**src/rtl/demux_1x4_router.sv**
```systemverilog
//==============================================================================
// Module  : demux_1x4_router
// Brief   : 1-to-4 valid/ready demultiplexer with one registered slot per
//           channel. Optional per-channel 8-bit output transfer counters are
//           enabled by defining DEMUX_XFER_CNT_EN.
// Revision: 1.0 - initial release
//==============================================================================
`default_nettype none

module demux_1x4_router #(
    parameter int W = 8
) (
    input  logic             clk,
    input  logic             rst,
    input  logic             in_valid,
    output logic             in_ready,
    input  logic [1:0]       in_sel,
    input  logic [W-1:0]     in_data,
    output logic [3:0]       out_valid,
    input  logic [3:0]       out_ready,
    output logic [4*W-1:0]   out_data
`ifdef DEMUX_XFER_CNT_EN
    ,
    output logic [31:0]      xfer_cnt
`endif
);

    localparam int c_NUM_CH = 4;

    logic [c_NUM_CH-1:0]          valid_q, valid_d;
    logic [c_NUM_CH-1:0][W-1:0]   data_q,  data_d;
    logic [c_NUM_CH-1:0]          w_load;
    logic [c_NUM_CH-1:0]          w_drain;
    logic                         w_in_xfer;

    // Only the selected slot can stall the producer; a draining slot may be refilled.
    assign in_ready  = ~valid_q[in_sel] | out_ready[in_sel];
    assign w_in_xfer = in_valid & in_ready;

    always_comb begin
        w_load  = '0;
        w_drain = '0;
        valid_d = valid_q;
        data_d  = data_q;
        for (int k = 0; k < c_NUM_CH; k++) begin
            w_load[k]  = w_in_xfer && (in_sel == 2'(k));
            w_drain[k] = valid_q[k] & out_ready[k];
            valid_d[k] = w_load[k] | (valid_q[k] & ~w_drain[k]);
            if (w_load[k]) begin
                data_d[k] = in_data;
            end
        end
    end

    always_ff @(posedge clk) begin
        if (rst) begin
            valid_q <= '0;
            data_q  <= '0;
        end else begin
            valid_q <= valid_d;
            data_q  <= data_d;
        end
    end

    assign out_valid = valid_q;
    assign out_data  = data_q;

`ifdef DEMUX_XFER_CNT_EN
    logic [c_NUM_CH-1:0][7:0] cnt_q, cnt_d;

    // Counters wrap naturally at 8 bits.
    always_comb begin
        cnt_d = cnt_q;
        for (int k = 0; k < c_NUM_CH; k++) begin
            cnt_d[k] = cnt_q[k] + {7'd0, w_drain[k]};
        end
    end

    always_ff @(posedge clk) begin
        if (rst) begin
            cnt_q <= '0;
        end else begin
            cnt_q <= cnt_d;
        end
    end

    assign xfer_cnt = cnt_q;
`endif

endmodule

`default_nettype wire

```
**config.mk**
```make
export PLATFORM = sky130hd
export DESIGN_NAME = demux_1x4_router
export DESIGN_NICKNAME = d
export VERILOG_FILES = /design/src/rtl/demux_1x4_router.sv
export SDC_FILE = /design/constraint.sdc
export NUM_CORES = 1
export LEC_CHECK = 0
export CORE_UTILIZATION = 40
export CTS_BUF_LIST = sky130_fd_sc_hd__clkbuf_4 sky130_fd_sc_hd__clkbuf_8 sky130_fd_sc_hd__clkbuf_16
export CTS_CLUSTER_SIZE = 25
export DETAILED_ROUTE_END_ITERATION = 7
export PLACE_DENSITY = 0.71
export SYNTH_ARGS = -nofsm -noshare
export SYNTH_HDL_FRONTEND = slang
export SYNTH_SLANG_ARGS = --single-unit
```
**constraint.sdc**
```tcl
create_clock -name clk -period 2.3 [get_ports clk]
set_clock_uncertainty 0.15 [all_clocks]
set_input_delay 0.46 -clock clk [delete_from_list [all_inputs] [get_ports clk]]
set_output_delay 0.46 -clock clk [all_outputs]
set_load 0.05 [all_outputs]
```
**Sequential cells coloured by netlist name**

Other cells in grey.
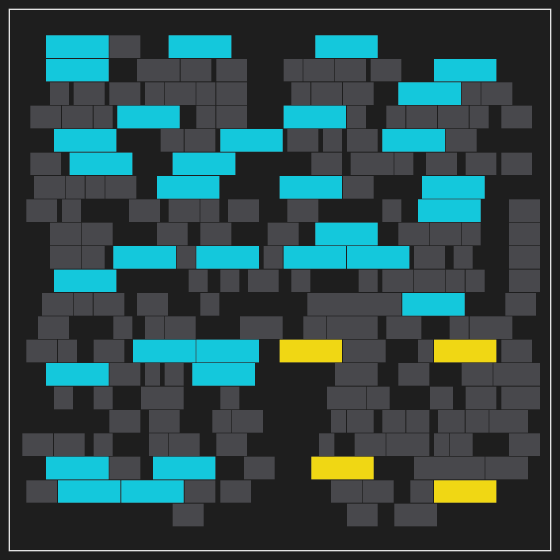
colour	signal	sequential cells
yellow	out_valid	4
cyan	out_data	32
share of cell area taken by flip-flops and latches: 0.320
fraction of the core area covered by cells at the end of the flow: 0.655
Seq group: 0.659 mW

**Cell classes on the final placement**

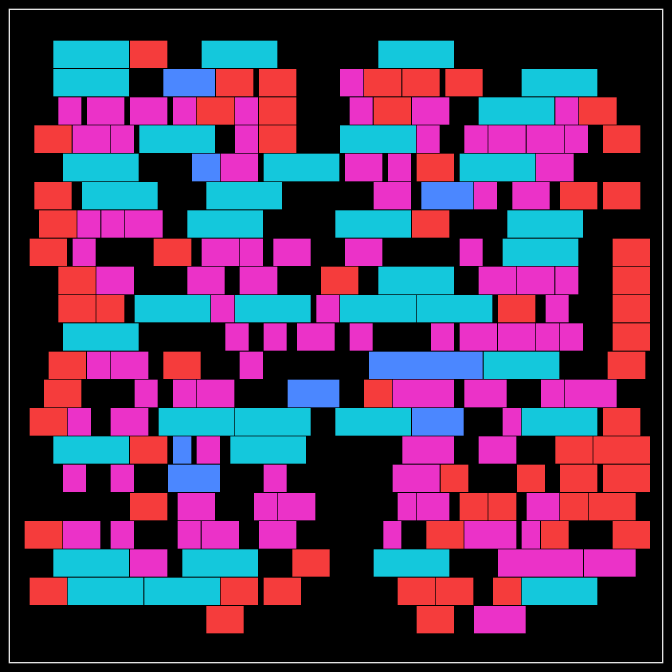
colour	class	cells	share of their area
red	remaining buffers and delay cells	62	28%
blue	clock drivers and dummy loads	8	5.1%
magenta	remaining logic cells	89	34%
cyan	registers	36	33%
Floorplan Core Area: 3440 sq um
number of placement rows: 21

==> results_dict.tcl <==
# collected from the flow reports
set metrics [dict create \
    result_of_the_run "complete, no violations" \
    synthesis.area_per_instance_sq_um 11.2 \
    leakagePower_nw 0.967 \
    dieWidth_microns 62.8 \
    yosys.area.top_type "sky130_fd_sc_hd__dfxtp_1" \
    design.portCount 54 \
    remaining_drc_errors 0 \
    final_number_of_max_transition_violations 0 \
    worst_pin_slew_ns 0.523 \
    drtPass1Iterations 3 \
    max_freq_ghz 0.443 \
    routability_driven_placement_congestion_ratio 0.721 \
    numPortBuffers 53 \
    detail_route.wirelength_microns 3330 \
    launching_point_of_the_worst_reg2reg_path "out_valid[1]" \
    warnings 26 \
    r2r_setup_slack_ns 0.94 \
    fp-utilization 0.429 \
    yosys_area_sq_um 1480 \
    setup_viol 0 \
    maximum_number_of_pins_on_one_net_before_global_route_repair 45 \
    viasPerCell 4.70 \
    dr_total_vias 1132 \
    pwr_density_cell_nw_per_um2 647 \
    ys_seq_frac 0.488 \
    cts.htree.levels 2 \
    die-area_sq_um 3940 \
    maxCapViolCount 0 \
    ir_drop_v 0.000321 \
    synth_cells 132 \
    detail_route.iter0.violations 38 \
    cts_post_setup_buffers_inserted 0 \
    rsz0062_at_grt "false" \
    final_layout_size_suffix_gt1_frac 0.144 \
    reg2reg_to "out_data[15]" \
    synth_area_sq_um 1480 \
    global_route_total_usage_across_every_layer 0.186 \
    synth_top_area_share 0.488 \
    grt_pass1_wl_microns 5520 \
    totalNegativeSetupSlack_ns 0 \
    post-route-period-util 0.981 \
    post_cts_gate_resize_count 3 \
    cts_tree "done" \
    synth.net_count 149 \
    overflow 0 \
    crit_arrival_ns 1.65 \
    timing.slew.headroom 0.650 \
    route.antenna.remaining_nets 0 \
    insertedDiodeCount 0 \
    area_delta_synth_final_pct 52.6 \
    design.final.nets 211 \
    ys_cells 132 \
    setup.worst_path.end_class "output port" \
    chipHeight_microns 62.8 \
    clk_transition_reported_paths_ns 0.07 \
    worst_setup_path_start_kind "input port" \
    timing.critical_path.required_ns 1.69 \
    clockRootBuffer "sky130_fd_sc_hd__clkbuf_8" \
    clock_tree.buffer_depth 2 \
    time_the_final_worst_path_needs_with_i_o_delays_and_setup_ns 2.26 \
    hold_end "out_data[7]" \
    critPathKind "in -> out" \
    report.final.hold_viol_count 0 \
    vias_in_the_first_global_route 1150 \
    yosys-top-cells-area "sky130_fd_sc_hd__dfxtp_1, sky130_fd_sc_hd__mux2i_1, sky130_fd_sc_hd__nand2b_1" \
    crit_path_max_fanout 2 \
    r2r.worst_path.cells 5 \
    dpl.hpwl_microns 2350 \
    synth.ff_latch_count 36 \
    synthDistinctLibCells 14 \
    min_from "out_data[7]" \
    grt_antenna_before_repair 0 \
    cts_sinks 36 \
    min-delay-path-class "reg -> reg" \
    whs_path_depth 2 \
    cts-hold-fix-buffers 0 \
    yosysWarningCount 0 \
    route.detailed.wl_per_inst_microns 13.8 \
]
**Routed clock nets over the placement**

Bar = 20 microns.
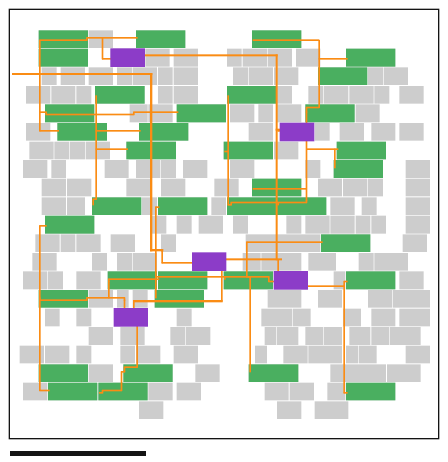
[orange] clock wires | length: 477 microns
[purple] clock-net drivers | count: 5
[green] flip-flops | count: 36
routed clock nets	6
Clk pwr share: 0.381
clock latency reported for the late side of the worst-skew pair: 0.29 ns

**Clock routing**

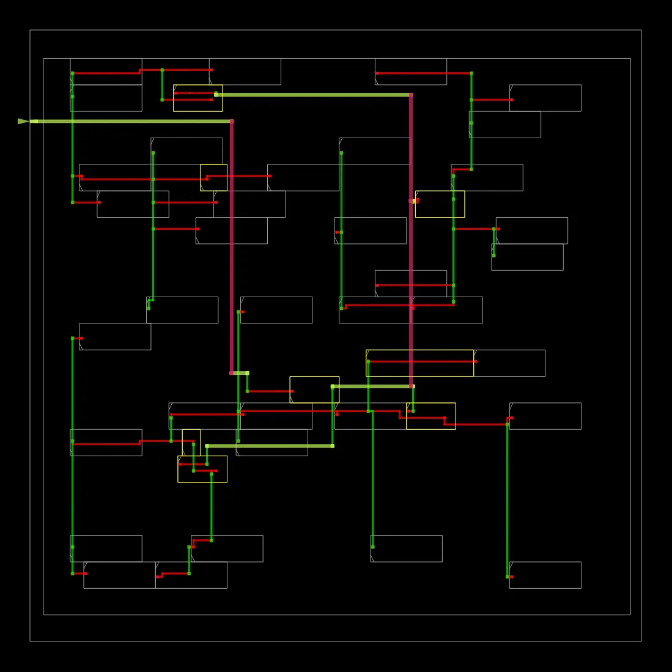
flop count: 36
clock-net power: 0.556 mW
cts bufs inserted: 5

per-stage QoR:
step	area, sq um	cells	hold WS [ns]	total power [mW]	worst slack (ns)
floorplan	1480	132	0.507	0.818	0.247
CTS	2230	241	0.329	1.47	0.00283
global route	2250	241	0.350	1.52	0.0110
detailed placement	2100	233	0.310	0.914	-0.0275
finish	2250	241	0.325	1.46	0.0433
global placement	2100	233	0.310	0.909	0.0128
synthesized netlist by cell type:
library cell	instances
sky130_fd_sc_hd__a21oi_1	4
sky130_fd_sc_hd__buf_2	3
sky130_fd_sc_hd__clkbuf_1	4
sky130_fd_sc_hd__nand2b_4	1
sky130_fd_sc_hd__nand4b_1	2
sky130_fd_sc_hd__or3_4	1
sky130_fd_sc_hd__dfxtp_1	36
sky130_fd_sc_hd__nor3_4	1
sky130_fd_sc_hd__mux4_2	1
sky130_fd_sc_hd__nor2b_1	1
sky130_fd_sc_hd__nand2b_1	44
sky130_fd_sc_hd__nand4_2	1
sky130_fd_sc_hd__and4_2	1
sky130_fd_sc_hd__mux2i_1	32
state kept, by name, indices dropped and copies added (netlist names):
name       cells
out_data      32
out_valid      4
cell type report:
| cell class | count | area [sq um] |
|---|---|---|
| repair buffers | 62 | 608 |
| flip-flops and latches | 36 | 721 |
| fillers | 280 | 1190 |
| well taps | 46 | 57.6 |
| multi-input cells | 89 | 756 |
| clock inverters | 2 | 35.0 |
| clock buffers | 6 | 76.3 |
cells in the final DEF, fill, tap and decap left out, drive strengths merged, types with 2 or more instances in the layout:
| cell type | synthesis | final |
|---|---|---|
| dfxtp | 36 | 36 |
| mux2i | 32 | 32 |
| buf | 3 | 10 |
| dlymetal6s2s | 0 | 2 |
| nand2b | 45 | 45 |
| a21oi | 4 | 4 |
| nand4b | 2 | 2 |
| clkdlybuf4s50 | 0 | 50 |
| clkbuf | 4 | 6 |
routing by layer:
metal,wire length [microns],vias to the layer above,part of all wire,global-route usage
li1,-,565,-,-
met1,1410,523,0.42,0.208
met2,1650,39,0.50,0.308
met3,218,5,0.065,0.0712
met4,55,0,0.017,0.0872
met5,0,-,0,0
cell families after synthesis:
family                 Yosys count  synth area share
AND/OR/NAND/NOR                 52             0.246
AND-OR/OR-AND                    4            0.0136
flip-flops                      36             0.488
multiplexers                    33             0.232
buffers and inverters            7            0.0203
how the worst max path moves through the flow:
stage | slack (ns) | endpoint | startpoint | depth (start not counted)
after floorplan | 0.25 | in_ready | out_valid[3] | 2
final | 0.04 | in_ready | out_ready[3] | 4
after global routing | 0.01 | in_ready | out_ready[3] | 4
after global placement | 0.01 | in_ready | out_ready[0] | 4
after detailed placement | -0.03 | in_ready | out_ready[0] | 4
after CTS | 0.003 | in_ready | out_ready[0] | 4
critical path, cell delays in order:
cell	delay (ns)
sky130_fd_sc_hd__clkdlybuf4s50_1	0.39
sky130_fd_sc_hd__nand2b_4	0.14
sky130_fd_sc_hd__mux4_2	0.49
sky130_fd_sc_hd__buf_8	0.17
power by group:
part           internal [mW]  switching, mW
clock                  0.333          0.222
sequential             0.646         0.0135
combinational          0.107          0.137
total                   1.09          0.373
Power is estimated from default activity; no workload was simulated.
